===== config.mk =====
export PLATFORM = sky130hd
export DESIGN_NAME = mvm_sparse_feeder
export DESIGN_NICKNAME = d
export VERILOG_FILES = /design/src/rtl/mvm_sparse_feeder.sv
export SDC_FILE = /design/constraint.sdc
export NUM_CORES = 1
export LEC_CHECK = 0
export CAP_MARGIN = 0
export CORE_MARGIN = 1
export CORE_UTILIZATION = 64
export CTS_CLUSTER_SIZE = 14
export DETAILED_ROUTE_END_ITERATION = 8
export PLACE_DENSITY = 0.8
export SKIP_CTS_REPAIR_TIMING = 1
export SLEW_MARGIN = 20
export SYNTH_ARGS = -nofsm -noshare
export SYNTH_HDL_FRONTEND = slang
export SYNTH_SLANG_ARGS = --single-unit

===== constraint.sdc =====
create_clock -name clk -period 7.1 [get_ports clk]
set_clock_uncertainty 0.15 [all_clocks]
set_input_delay 1.42 -clock clk [delete_from_list [all_inputs] [get_ports clk]]
set_output_delay 1.42 -clock clk [all_outputs]
set_load 0.02 [all_outputs]

===== src/rtl/mvm_sparse_feeder.sv =====
// Buffers {row,col,value} entries, streams them to the sparse MVM accelerator, then captures ROWS results.
// Build option MVM_FEEDER_ZERO_SKIP_EN: zero-valued entries are accepted on load but never stored.
module mvm_sparse_feeder #(
  parameter int DEPTH = 16,
  parameter int ROWS  = 4
) (
  input  logic       clk,
  input  logic       rst,
  input  logic       load_valid,
  output logic       load_ready,
  input  logic [1:0] load_row,
  input  logic [1:0] load_col,
  input  logic [7:0] load_value,
  input  logic       go,
  output logic       busy,
  output logic       done,
  input  logic [1:0] res_idx,
  output logic [7:0] res_data,
  input  logic       fetch_ready,
  input  logic       sending_out,
  input  logic [7:0] output_val,
  output logic [1:0] row_val,
  output logic [1:0] column_val,
  output logic [7:0] value,
  output logic       sending_cpu,
  output logic       done_list
);
  localparam int PW = $clog2(DEPTH);
  localparam int CW = PW + 1;
  localparam int RW = $clog2(ROWS);
  localparam logic [CW-1:0] DEPTH_C  = CW'(DEPTH);
  localparam logic [RW-1:0] LAST_IDX = RW'(ROWS - 1);

  typedef enum logic [2:0] {S_IDLE, S_SEND, S_END, S_WAIT_OUT, S_FINISH} state_t;

  state_t        state, state_nx;
  logic [11:0]   mem [DEPTH];
  logic [PW-1:0] rd_ptr, wr_ptr;
  logic [CW-1:0] count, count_after_wr;
  logic [RW-1:0] cap_idx;
  logic [7:0]    result [ROWS];
  logic          wr_en, store_en, pop, capture;
  logic [11:0]   head;

  assign load_ready = (state == S_IDLE) && (count < DEPTH_C);
  assign wr_en      = load_valid && load_ready;
`ifdef MVM_FEEDER_ZERO_SKIP_EN
  assign store_en   = wr_en && (load_value != 8'd0);
`else
  assign store_en   = wr_en;
`endif
  // A write in the same cycle as go must count toward the run.
  assign count_after_wr = count + CW'(store_en);
  assign pop            = (state == S_SEND) && fetch_ready;
  assign capture        = (state == S_WAIT_OUT) && sending_out;
  assign head           = mem[rd_ptr];

  // Head entry comes straight from flops; the buffer cannot change while sending.
  assign row_val    = sending_cpu ? head[11:10] : 2'd0;
  assign column_val = sending_cpu ? head[9:8]   : 2'd0;
  assign value      = sending_cpu ? head[7:0]   : 8'd0;
  assign res_data   = result[res_idx];

  always_ff @(posedge clk or posedge rst) begin
    if (rst) state <= S_IDLE;
    else     state <= state_nx;
  end

  always_comb begin
    state_nx    = state;
    busy        = 1'b1;
    done        = 1'b0;
    sending_cpu = 1'b0;
    done_list   = 1'b0;
    case (state)
      S_IDLE: begin
        busy = 1'b0;
        if (go) state_nx = (count_after_wr != '0) ? S_SEND : S_END;
      end
      S_SEND: begin
        sending_cpu = 1'b1;
        if (fetch_ready && count == CW'(1)) state_nx = S_END;
      end
      S_END: begin
        done_list = 1'b1;
        if (fetch_ready) state_nx = S_WAIT_OUT;
      end
      S_WAIT_OUT: begin
        if (sending_out && cap_idx == LAST_IDX) state_nx = S_FINISH;
      end
      S_FINISH: begin
        done     = 1'b1;
        state_nx = S_IDLE;
      end
      default: state_nx = S_IDLE;
    endcase
  end

  always_ff @(posedge clk or posedge rst) begin
    if (rst) begin
      rd_ptr  <= '0;
      wr_ptr  <= '0;
      count   <= '0;
      cap_idx <= '0;
      for (int i = 0; i < ROWS; i++) result[i] <= 8'd0;
    end else if (state == S_FINISH) begin
      rd_ptr  <= '0;
      wr_ptr  <= '0;
      count   <= '0;
      cap_idx <= '0;
    end else begin
      if (store_en) wr_ptr <= wr_ptr + 1'b1;
      if (pop)      rd_ptr <= rd_ptr + 1'b1;
      count <= count_after_wr - CW'(pop);
      if (capture) begin
        result[cap_idx] <= output_val;
        cap_idx         <= cap_idx + 1'b1;
      end
    end
  end

  always_ff @(posedge clk) begin
    if (store_en) mem[wr_ptr] <= {load_row, load_col, load_value};
  end
endmodule


==> flow_summary_export.csv, run 1 <==
group,metric,value,unit
logic_synthesis,edf_count,192,
outcome,outcome,"complete, no violations",
run,tool_warnings,32,
critical_path,cp-end-kind,"output port",
power,p_switching,1.334,mW
global_route,grt.total_usage,25.98,%
critical_path,path_max_fanout,35,
sta,fin_crit,4.997,ns
clock_tree,htreeDepth,1,
floorplan,coreArea,15430,µm²
clock_tree,path_clk_slew,0.06,ns
clock_tree,cts_tree,"built",
critical_path,r2r-end,"state[1]$_DFFE_PP0P_",
critical_path,slowest_delay,0.91,ns
floorplan,ios,53,
critical_path,r2r_slack,4.16,ns
power,p_sw_share,29.73,%
final_layout,drive_gt1_share,19.75,%
sta,grt_setup_unrepaired,"no",
sta,hold_viol_final,0,
logic_synthesis,ys_seq_share,68.52,%
logic_synthesis,yosys_warnings,0,
power,leakagePower,4.149,nW
hold_path,min_path_cells,1,
hold_path,min_path_type,"reg2reg",
final_layout,top_regs,"mem x192, result x32, count x5",
detailed_routing,routed_via_density,6.262,
place,dp_hpwl,12.14,mm
critical_path,startpoint,"rd_ptr[0]$_DFFE_PP0P_",
power,seqPwrFrac,42.3,%
logic_synthesis,synthFlopType,"edfxtp_1",
floorplan,fp_util,66.37,%
sta,drv_slew,0,
-- run 1: layout by cell type, fill, tap and decap left out, types with 11 or more instances in the layout --
cell type        instances
nand2_1                 13
buf_4                   11
mux2i_1                 33
clkdlybuf4s50_1         52
edfxtp_1               192
clkbuf_16               25
nor2_1                  20
mux2_1                  32
mux4_2                  36
dfrtp_1                 48
inv_1                   13
mux2_2                  21
ha_1                    13
-- run 1: power groups by stage --
stage	clock (mW)	combinational [mW]	sequential, mW
3_3_place_gp	0	1.22	1.91
4_1_cts	1.32	1.28	1.90
6_report	1.32	1.27	1.90
3_5_place_dp	0	1.26	1.92
2_1_floorplan	0	1.05	1.78
5_1_grt	1.38	1.36	1.93
-- run 1: per-stage QoR --
stage / utilization, % / power (mW) / hold WS (ns) / cell area, µm²
after floorplan: - / 2.832 / 0.3087 / 10240
after global routing: 76.19 / 4.668 / 0.3555 / 11750
after CTS: 76.18 / 4.497 / 0.3474 / 11750
final: 76.19 / 4.486 / 0.3393 / 11750
after detailed placement: 70.82 / 3.183 / 0.3330 / 10930
after global placement: 70.82 / 3.130 / 0.3209 / 10930
-- run 1: area by class of cell --
| type | instances | area, µm² |
|---|---|---|
| clock buffers | 34 | 679.4 |
| clock inverters | 10 | 147.6 |
| flip-flops and latches | 242 | 7019 |
| well taps | 211 | 264.0 |
| inverters | 15 | 57.56 |
| fillers | 894 | 3674 |
| repair buffers | 63 | 603.1 |
| multi-input cells | 289 | 2983 |
-- run 1: routing by layer --
metal / wire, µm / share of wire, % / GRT usage (%)
met3: 1092 / 5.4 / 3.451
met2: 10220 / 50 / 43.47
met5: 0 / 0 / 0
met4: 658 / 3.2 / 9.273
met1: 8408 / 41 / 35.66
-- run 1: synthesized netlist by cell type (3+ instances only) --
library cell | count | area (µm²)
buf_2 | 11 | 55.05
nor2b_1 | 7 | 43.79
ha_1 | 13 | 162.7
o22ai_1 | 9 | 56.30
buf_6 | 3 | 33.78
nor3b_2 | 3 | 37.54
mux2_1 | 32 | 360.4
inv_1 | 14 | 52.55
a21oi_1 | 7 | 35.03
a22o_1 | 6 | 52.55
xnor2_1 | 5 | 43.79
or3_1 | 4 | 25.02
nor4_1 | 5 | 31.28
nand2b_1 | 4 | 25.02
clkbuf_1 | 7 | 26.28
xor2_1 | 5 | 43.79
nand3_1 | 6 | 30.03
a21o_1 | 3 | 22.52
nand2_1 | 13 | 48.80
nor2_1 | 20 | 75.07
dfrtp_1 | 50 | 1251
clkbuf_8 | 3 | 41.29
mux2i_1 | 33 | 330.3
a211oi_1 | 6 | 45.04
edfxtp_1 | 192 | 5766
nand2_2 | 6 | 37.54
mux2_2 | 21 | 236.5
and2_1 | 10 | 62.56
mux4_2 | 36 | 810.8
o32ai_1 | 9 | 78.83
-- run 1: cells by family (layout without fill, tap and decap cells) --
group | Yosys count | after routing | synth area share [%]
AOI/OAI and AO/OA | 49 | 49 | 3.556
xor gates and xnor gates | 10 | 10 | 0.8553
adders and majority gates | 13 | 13 | 1.589
buffers and inverters | 44 | 122 | 2.590
DFF | 242 | 242 | 68.52
muxes | 124 | 124 | 17.49
and+or+nand+nor | 93 | 93 | 5.401
Run 1, clock nets:
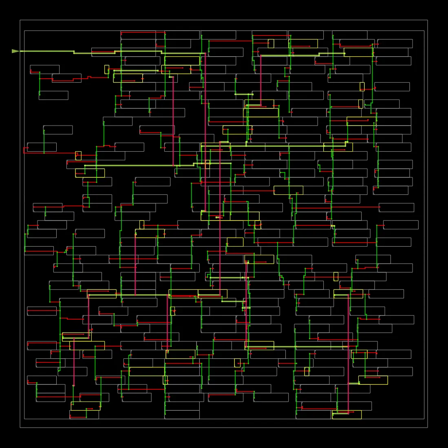
CTS buffer count: 24
Late-Pin Clk Latency: 0.51 ns
clock network power: 1.32 mW
clock sink total: 242
clk_buf instances: 34

Run 1, signal metal coverage by tile:
The die is cut into 26 by 26 equal tiles; white is low, dark blue is high, scaled to the fullest tile. Values are wire area over tile area, all layers added.
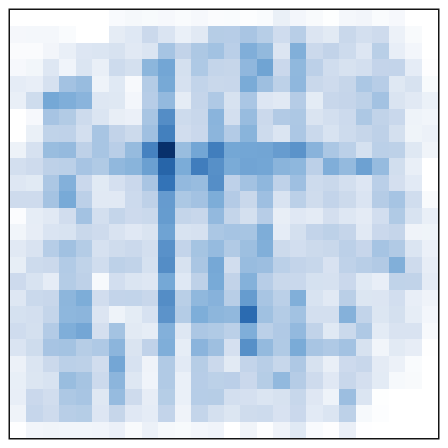
- mean over tiles: 0.20
- densest ninth of the die: centre
- nearly empty tiles: 5.9%
- tiles over half the peak: 5.9%

Run 1, gate families picked out:
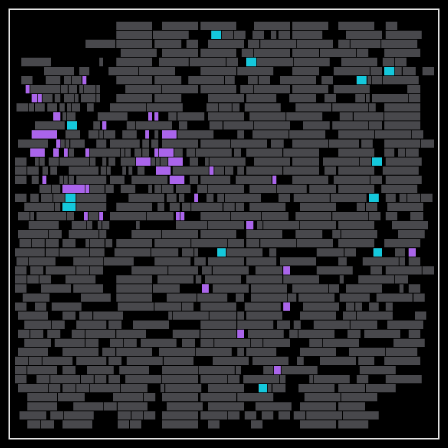
- nor cells: purple (cells 39; most used nor2_1)
- non-inverting ao/oa cells: cyan (cells 12; most used a22o_1)

Run 1, pin map:
Scale bar: 50 µm. Pins as bars across the die edge, other pins in grey.
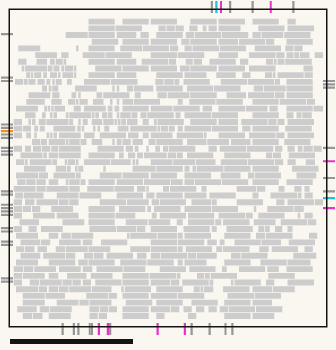

==> run 2, diff against run 1 <==
CORE_UTILIZATION = 54   (was 64)
PLACE_DENSITY = 0.72   (was 0.8)
clock period = 4.4 ns   (was 7.1 ns; I/O delays follow)
Run 2, pin map:
Scale bar: 50 µm. Pins as bars across the die edge, other pins in grey.
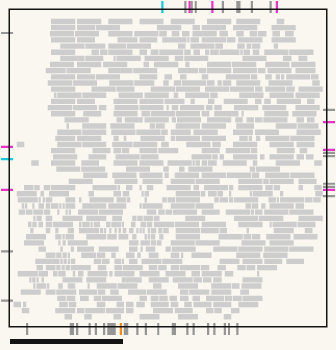
- `load_valid`: orange (pins 1; direction input; edge south)
- `load_col`: cyan (pins 2; direction input; edge 1 west, 1 north)
- `load_value`: magenta (pins 8; direction input; edge 3 east, 3 north, 2 west)
- all pins by edge: 26 south, 12 north, 9 east, 6 west

Run 2, gate families picked out:
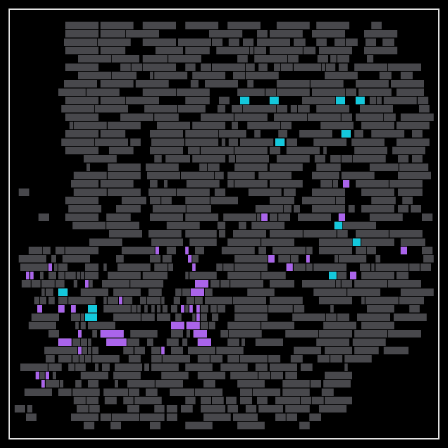
- non-inverting ao/oa cells: cyan (cells 12; most used a22o_1)
- nor cells: purple (cells 39; most used nor2_1)

==> run 2 against run 1 <==
Effect of this change: clock power grew 49%; wire length shrank 1.1%; global-route usage shrank 4.3 points; sequential power grew 64%; via count shrank 2.2%; core utilization shrank 12 points; critical endpoint is now value[7].
==> flow_summary_export.csv, run 2 <==
group,metric,value,unit
floorplan,ios,53,
final_layout,fillerInstances,1268,
detailed_routing,met3_length,1.207,mm
detailed_routing,routed_via_density,5.981,
detailed_routing,met2WireLength,9.693,mm
final_layout,drive_gt1_share,19.24,%
outcome,outcome,"complete, no violations",
logic_synthesis,top_cell,"edfxtp_1",
sta,grt_setup_unrepaired,"no",
critical_path,cp-end-kind,"output port",
critical_path,slowest_delay,1.06,ns
clock_tree,path_clk_slew,0.05,ns
clock_tree,clk_latency,0.51,ns
final_layout,final_cell_mix,"edfxtp_1 (192), clkdlybuf4s50_1 (52), dfrtp_1 (48), mux4_2 (36), mux2i_1 (33)",
sta,hold_viol_final,0,
logic_synthesis,synthAoiAreaFrac,3.556,%
logic_synthesis,synthTopCellsByCount,"edfxtp_1 (192), dfrtp_1 (50), mux4_2 (36)",
logic_synthesis,adder_share,1.588,%
logic_synthesis,ys_top_logic_family,"multiplexers",
logic_synthesis,edf_count,192,
logic_synthesis,top_cell_area_share,56.30,%
sta,fin_crit,4.201,ns
detailed_routing,wl_met1,8.843,mm
logic_synthesis,ys_seq_share,68.52,%
logic_synthesis,synthFlopType,"edfxtp_1",
hold_path,min_path_type,"reg2reg",
run,tool_warnings,32,
clock_tree,cts_num_sinks,242,
floorplan,coreArea,18270,µm²
==> run 2: power breakdown <==
group	internal, mW	total [mW]	switching [mW]	leakage (nW)
Combinational	1.07	2.01	0.946	1.43
Clock	1.16	1.97	0.810	0.368
Sequential	2.73	3.12	0.390	2.33
Total	4.95	7.10	2.15	4.12
==> run 2: stage by stage <==
stage                     util (%)  hold WS, ns  power (mW)  instance area (µm²)  setup WS (ns)
final                        64.20       0.3418       7.102                11730         0.1986
after global routing         64.18       0.3711       7.430                11730        0.04073
after CTS                    64.16       0.3406       7.150                11720         0.1031
after detailed placement     60.02       0.3276       5.182                10970         0.5572
after global placement       60.02       0.3204       5.109                10970         0.6056
after floorplan                  -       0.3087       4.570                10240          1.395
==> run 2: path summary, 6_finish.rpt <==
check / start / end / slack [ns]
worst max-delay path: rd_ptr[0]$_DFFE_PP0P_ / value[7] / 0.20
worst min-delay path: result[22]$_DFFE_PP0P_ / result[22]$_DFFE_PP0P_ / 0.34
worst max register to register: state[1]$_DFFE_PP0P_ / state[1]$_DFFE_PP0P_ / 1.46
worst min register to register: result[22]$_DFFE_PP0P_ / result[22]$_DFFE_PP0P_ / 0.34
max in group asynchronous: rst / rd_ptr[1]$_DFFE_PP0P_ / 2.80
min in group asynchronous: rst / cap_idx[0]$_DFFE_PP0P_ / 0.70
==> run 2: area by class of cell <==
class / instances / area (µm²) / area share (%)
flip-flops and latches: 242 / 7024 / 59.89
well taps: 229 / 286.5 / 2.443
clock buffers: 33 / 655.6 / 5.590
diodes: 1 / 2.502 / 0.02134
repair buffers: 65 / 618.1 / 5.270
inverters: 15 / 57.56 / 0.4907
multi-input cells: 289 / 2983 / 25.43
clock inverters: 11 / 101.3 / 0.8641
==> run 2: routing by layer <==
layer | global-route usage (%) | up-vias
met5 | 0 | -
li1 | - | 2387
met4 | 5.957 | 0
met1 | 30.52 | 2727
met2 | 35.29 | 145
met3 | 3.785 | 34
==> run 2: cell families (layout without fill, tap and decap cells) <==
kind of cell	after synthesis	count (layout)
flops	242	242
mux	124	124
simple gates	93	93
compound gates	49	49
buf+inv	44	124
fa+ha+maj	13	13
xor+xnor	10	10
other cells	0	1
Power is estimated from default activity; no workload was simulated.
